Figure 1. M3 wires (run 1).
The bar under the picture is 20 um long.
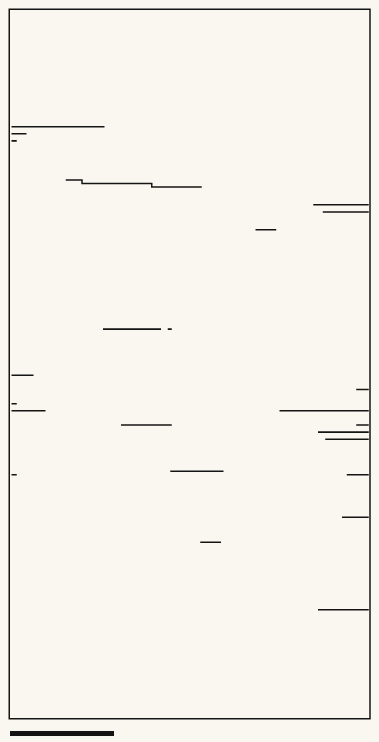
Figure 2. Gate families picked out (run 1).
The bar under the picture is 20 um long.
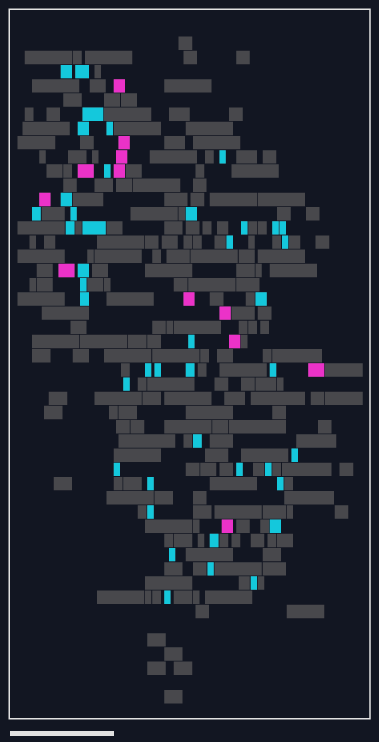
Figure 3. Port wiring (run 1).
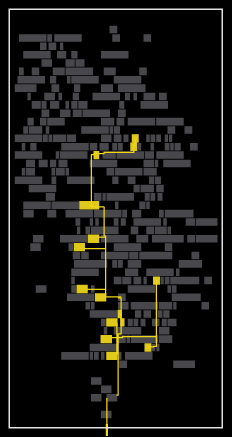
===== config.mk =====
export PLATFORM = sky130hd
export DESIGN_NAME = seg_bcd_loader_flat
export DESIGN_NICKNAME = d
export VERILOG_FILES = /design/src/rtl/seg_pkg.sv /design/src/rtl/seg_bcd_loader_if.sv /design/src/rtl/seg_tick_gen.sv /design/src/rtl/seg_bcd_loader.sv /design/src/flat_wrapper.sv
export SDC_FILE = /design/constraint.sdc
export NUM_CORES = 1
export LEC_CHECK = 0
export ABC_CLOCK_PERIOD_IN_PS = 2300
export CAP_MARGIN = 15
export CORE_ASPECT_RATIO = 2
export CORE_UTILIZATION = 28
export CTS_BUF_LIST = sky130_fd_sc_hd__clkbuf_4
export DETAILED_ROUTE_END_ITERATION = 12
export SYNTH_ARGS = -nofsm -noshare
export SYNTH_HDL_FRONTEND = slang
export SYNTH_SLANG_ARGS = --single-unit

===== constraint.sdc =====
create_clock -name clk -period 2.3 [get_ports clk]
set_input_delay 0.46 -clock clk [delete_from_list [all_inputs] [get_ports clk]]
set_output_delay 0.46 -clock clk [all_outputs]
set_load 0.1 [all_outputs]

===== src/rtl/seg_pkg.sv =====
// Shared types and widths for the binary-to-BCD display loader.
package seg_pkg;
    localparam int BCD_W      = 4;
    localparam int NUM_DIGITS = 3;
    localparam int BIN_W      = 8;
    localparam int SR_W       = BCD_W*NUM_DIGITS + BIN_W;

    typedef enum logic {IDLE = 1'b0, SHIFT = 1'b1} state_e;

    // Double-dabble correction: any nibble >= 5 gets +3 before the shift.
    function automatic logic [BCD_W*NUM_DIGITS-1:0] dabble_adj(
        input logic [BCD_W*NUM_DIGITS-1:0] bcd);
        logic [BCD_W*NUM_DIGITS-1:0] r;
        r = bcd;
        for (int i = 0; i < NUM_DIGITS; i++)
            if (bcd[i*BCD_W +: BCD_W] >= 4'd5)
                r[i*BCD_W +: BCD_W] = bcd[i*BCD_W +: BCD_W] + 4'd3;
        return r;
    endfunction
endpackage


===== src/rtl/seg_bcd_loader_if.sv =====
// Valid/ready input handshake carrying the binary value to display.
interface seg_bcd_loader_if;
    import seg_pkg::*;
    logic             in_valid;
    logic [BIN_W-1:0] in_data;
    logic             in_ready;

    modport master (output in_valid, output in_data, input  in_ready);
    modport slave  (input  in_valid, input  in_data, output in_ready);
endinterface


===== src/rtl/seg_tick_gen.sv =====
// Free-running prescaler: one-cycle tick every TICK_DIV clocks.
module seg_tick_gen #(
    parameter int TICK_DIV = 50000
) (
    input  logic clk,
    input  logic rst_n,
    output logic tick
);
    localparam int CW = $clog2(TICK_DIV);
    localparam logic [CW-1:0] LAST = CW'(TICK_DIV - 1);

    logic [CW-1:0] cnt;

    always_ff @(posedge clk or negedge rst_n) begin
        if (!rst_n)           cnt <= '0;
        else if (cnt == LAST) cnt <= '0;
        else                  cnt <= cnt + 1'b1;
    end

    assign tick = (cnt == LAST);
endmodule


===== src/rtl/seg_bcd_loader.sv =====
// 8-bit binary to 3-digit BCD loader (serial double-dabble) with scan-tick prescaler.
module seg_bcd_loader
    import seg_pkg::*;
#(
    parameter int TICK_DIV = 50000,
    parameter bit BLANK_LZ = 1'b1
) (
    input  logic             clk,
    input  logic             rst_n,
    seg_bcd_loader_if.slave  in_if,
    output logic [BCD_W-1:0] dig2,
    output logic [BCD_W-1:0] dig1,
    output logic [BCD_W-1:0] dig0,
    output logic             blank2,
    output logic             blank1,
    output logic             bcd_valid,
    output logic             scan_tick
);
    state_e          state;
    logic [SR_W-1:0] sr;
    logic [SR_W-1:0] sr_nxt;
    logic [2:0]      iter;

    assign sr_nxt = {dabble_adj(sr[SR_W-1:BIN_W]), sr[BIN_W-1:0]} << 1;

    // Digits are only written on the final iteration so partial sums never leak out.
    always_ff @(posedge clk or negedge rst_n) begin
        if (!rst_n) begin
            state     <= IDLE;
            sr        <= '0;
            iter      <= '0;
            dig2      <= '0;
            dig1      <= '0;
            dig0      <= '0;
            bcd_valid <= 1'b0;
        end else begin
            bcd_valid <= 1'b0;
            case (state)
                IDLE: begin
                    if (in_if.in_valid) begin
                        sr    <= {{(SR_W-BIN_W){1'b0}}, in_if.in_data};
                        iter  <= '0;
                        state <= SHIFT;
                    end
                end
                SHIFT: begin
                    sr   <= sr_nxt;
                    iter <= iter + 3'd1;
                    if (iter == 3'd7) begin
                        dig0      <= sr_nxt[BIN_W           +: BCD_W];
                        dig1      <= sr_nxt[BIN_W + BCD_W   +: BCD_W];
                        dig2      <= sr_nxt[BIN_W + 2*BCD_W +: BCD_W];
                        bcd_valid <= 1'b1;
                        state     <= IDLE;
                    end
                end
                default: state <= IDLE;
            endcase
        end
    end

    assign in_if.in_ready = (state == IDLE);

    assign blank2 = BLANK_LZ && (dig2 == '0);
    assign blank1 = BLANK_LZ && (dig2 == '0) && (dig1 == '0);

    seg_tick_gen #(.TICK_DIV(TICK_DIV)) u_tick (
        .clk   (clk),
        .rst_n (rst_n),
        .tick  (scan_tick)
    );
endmodule


===== src/flat_wrapper.sv =====
// flat-port wrapper written by rule: the top's interface ports become plain ports
module seg_bcd_loader_flat import seg_pkg::*;
#(
    parameter int TICK_DIV = 50000,
    parameter bit BLANK_LZ = 1'b1
)
  (clk, rst_n, dig2, dig1, dig0, blank2, blank1, bcd_valid, scan_tick, in_if_in_valid, in_if_in_data, in_if_in_ready);
  seg_bcd_loader_if in_if_i ();
  input  logic clk;
  input  logic rst_n;
  output logic [BCD_W-1:0] dig2;
  output logic [BCD_W-1:0] dig1;
  output logic [BCD_W-1:0] dig0;
  output logic blank2;
  output logic blank1;
  output logic bcd_valid;
  output logic scan_tick;
  input wire logic [$bits(in_if_i.in_valid)-1:0] in_if_in_valid;
  input wire logic [$bits(in_if_i.in_data)-1:0] in_if_in_data;
  output wire logic [$bits(in_if_i.in_ready)-1:0] in_if_in_ready;
  assign in_if_i.in_valid = in_if_in_valid;
  assign in_if_i.in_data = in_if_in_data;
  assign in_if_in_ready = in_if_i.in_ready;
  seg_bcd_loader #(.TICK_DIV(TICK_DIV), .BLANK_LZ(BLANK_LZ)) u_core (.clk(clk), .rst_n(rst_n), .in_if(in_if_i), .dig2(dig2), .dig1(dig1), .dig0(dig0), .blank2(blank2), .blank1(blank1), .bcd_valid(bcd_valid), .scan_tick(scan_tick));
endmodule

==> impl_metrics.toml, run 1 <==
# implementation run metrics
[logic_synthesis]
synth.logic.top_family = "simple AND/OR/NAND/NOR gates"
synth-area-yosys_sq_mm = 0.00250
yosysWarnings = 0
largest_area_cell = "dfrtp_1"
aoi_share_pct = 9.47
adder_share_pct = 4.51

[route]
post_drt_via_cell_ratio = 4.87
met2WireLength_mm = 2.90
firstDrtPassIters = 4
drtIter0Drc = 50

[power_and_ir_drop]
total_power_mw = 4.46
power_density_mw_per_mm2 = 1460
pg_seq_mw = 1.50
net-switching-power_mw = 2.13
clock_power_mw = 0.639
p_int_mw = 2.33
seqPwrFrac_pct = 33.6

[clock_tree]
clk_latency_ns = 0.39
cts_tree = "done"
postCtsSetupRepairBufs = 0
ctsResizeCount = 0
cts_made_buffers = 5
htreeDepth = 2

[outcome]
status = "complete, no violations"

[placed_design]
place_inst = 359
place.gp.congestion = 0.813
pre_cts_ws_ns = 0.569

[layout]
n_antenna_cell = 0
ff_count = 53
buffer_area_share_pct = 10.9
nFillCells = 891
design_area_sq_mm = 0.00305

[worst_setup_path]
rr_worst_depth = 6
cp_max_fo = 4
r2r_start = "u_core.sr[8]$_DFFE_PN0P_"
critical-path-max-stage-delay_ns = 0.42
r2r-end = "u_core.dig0[2]$_DFFE_PN0P_"
cp-end-kind = "output port"

[final_timing]
setup_viol_count_final = 0
tns_ns = 0

[global_routing]
grt_max_degree = 27
grt.busiest_layer = "met2"
grt_pass1_wl_mm = 8.75
met1_usage_pct = 13.9
grt_use_met2_pct = 22.5
grt_util_all_layers_pct = 12.6

[floorplanning]
chipWidth_um = 68.8
die_h_um = 136

[hold_path]
hp-class = "in2async"
About Figure 1:
wire length on this layer: 173 um
longest straight run: 17.5 um
nets with wire on the layer: 20
share of all routed wire: 3.4%
WL final: 5.14 mm
M3 GR Usage: 2.61%

About Figure 2:
legend:
  magenta:
    family: and/or cells
    cells: 12
  cyan:
    family: nand cells
    cells: 42
Commonest Layout Cell: dfrtp_1
Non-Filler Instances: 367
Comb area share: 36.7%

About Figure 3:
legend:
  yellow:
    port: `in_if_in_valid`
    bits: 1
    direction: input
    edge: bottom
    end_cells: 16
    wire: 185 um
PortBufs: 27
io pins: 28

Figure 4. Cell density map (run 1).
The die is cut into 7 by 14 equal tiles; black is low, pale yellow is high, 0 to 100% covered.
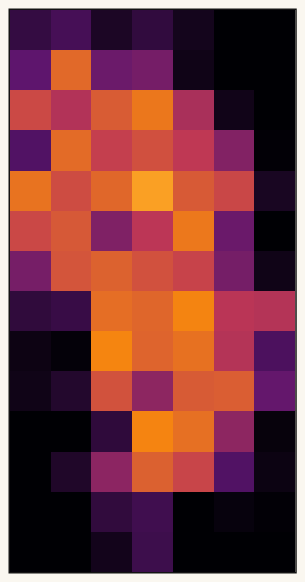

--- run 2 (diff from run 1) ---
--- a/config.mk
+++ b/config.mk
@@ -7,10 +7,10 @@
 export LEC_CHECK = 0
 export ABC_CLOCK_PERIOD_IN_PS = 2300
 export CAP_MARGIN = 15
-export CORE_ASPECT_RATIO = 2
 export CORE_UTILIZATION = 28
 export CTS_BUF_LIST = sky130_fd_sc_hd__clkbuf_4
 export DETAILED_ROUTE_END_ITERATION = 12
+export RECOVER_POWER = 50
 export SYNTH_ARGS = -nofsm -noshare
 export SYNTH_HDL_FRONTEND = slang
 export SYNTH_SLANG_ARGS = --single-unit
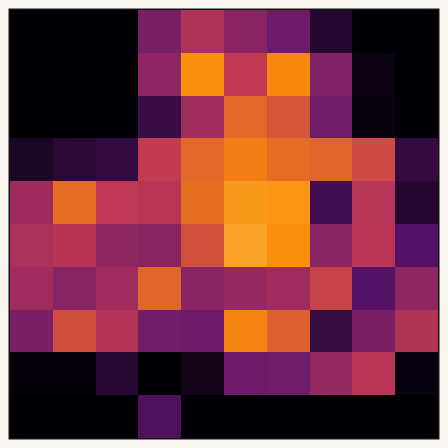
Figure 5: run 2, cell density map.
The die is cut into 10 by 10 equal tiles; black is low, pale yellow is high, 0 to 100% covered.
nearly empty tiles: 25%
fullest tile: 80%
tiles over 75% full: 5.0%
densest ninth of the die: center
mean over tiles: 31%
emptiest ninth of the die: upper left
Core Footprint: 0.00868 sq mm
Final Util: 34.8%

==> run 2 against run 1 <==
  * Synthesized cell count is the same
  * Combinational power is essentially flat
  * Final area shrank 0.90%
  * Largest power group unchanged
  * Wire length shrank 8.8%
  * Clock power shrank 18%
  * Critical endpoint unchanged
==> impl_metrics.toml, run 2 <==
# implementation run metrics
[outcome]
status = "complete, no violations"

[logic_synthesis]
synth-area-yosys_sq_mm = 0.00250
adder_share_pct = 4.51
synth.logic.top_family = "simple AND/OR/NAND/NOR gates"
yosysWarnings = 0
aoi_share_pct = 9.47

[worst_setup_path]
critical-path-max-stage-delay_ns = 0.42
cp_max_fo = 4
rr_worst_depth = 6
r2r-end = "u_core.dig0[2]$_DFFE_PN0P_"
cp-end-kind = "output port"

[clock_tree]
postCtsSetupRepairBufs = 0
cts_tree = "done"
clk_latency_ns = 0.37

[route]
drt_wl_total_mm = 4.69
post_drt_via_cell_ratio = 4.68
firstDrtPassIters = 4
drtIter0Drc = 53

[layout]
ff_count = 53
n_antenna_cell = 0
stdcell_count = 374

[placed_design]
place_inst = 366
io_buffers = 27

[hold_path]
hp-class = "in2async"

[power_and_ir_drop]
total_power_mw = 4.34
clock_power_mw = 0.524
seqPwrFrac_pct = 34.3

[global_routing]
met3_usage_pct = 2.19
grt_util_all_layers_pct = 11.0
grt_use_met2_pct = 17.3
Power figures rest on the tool's default switching activity, not on a simulated workload.
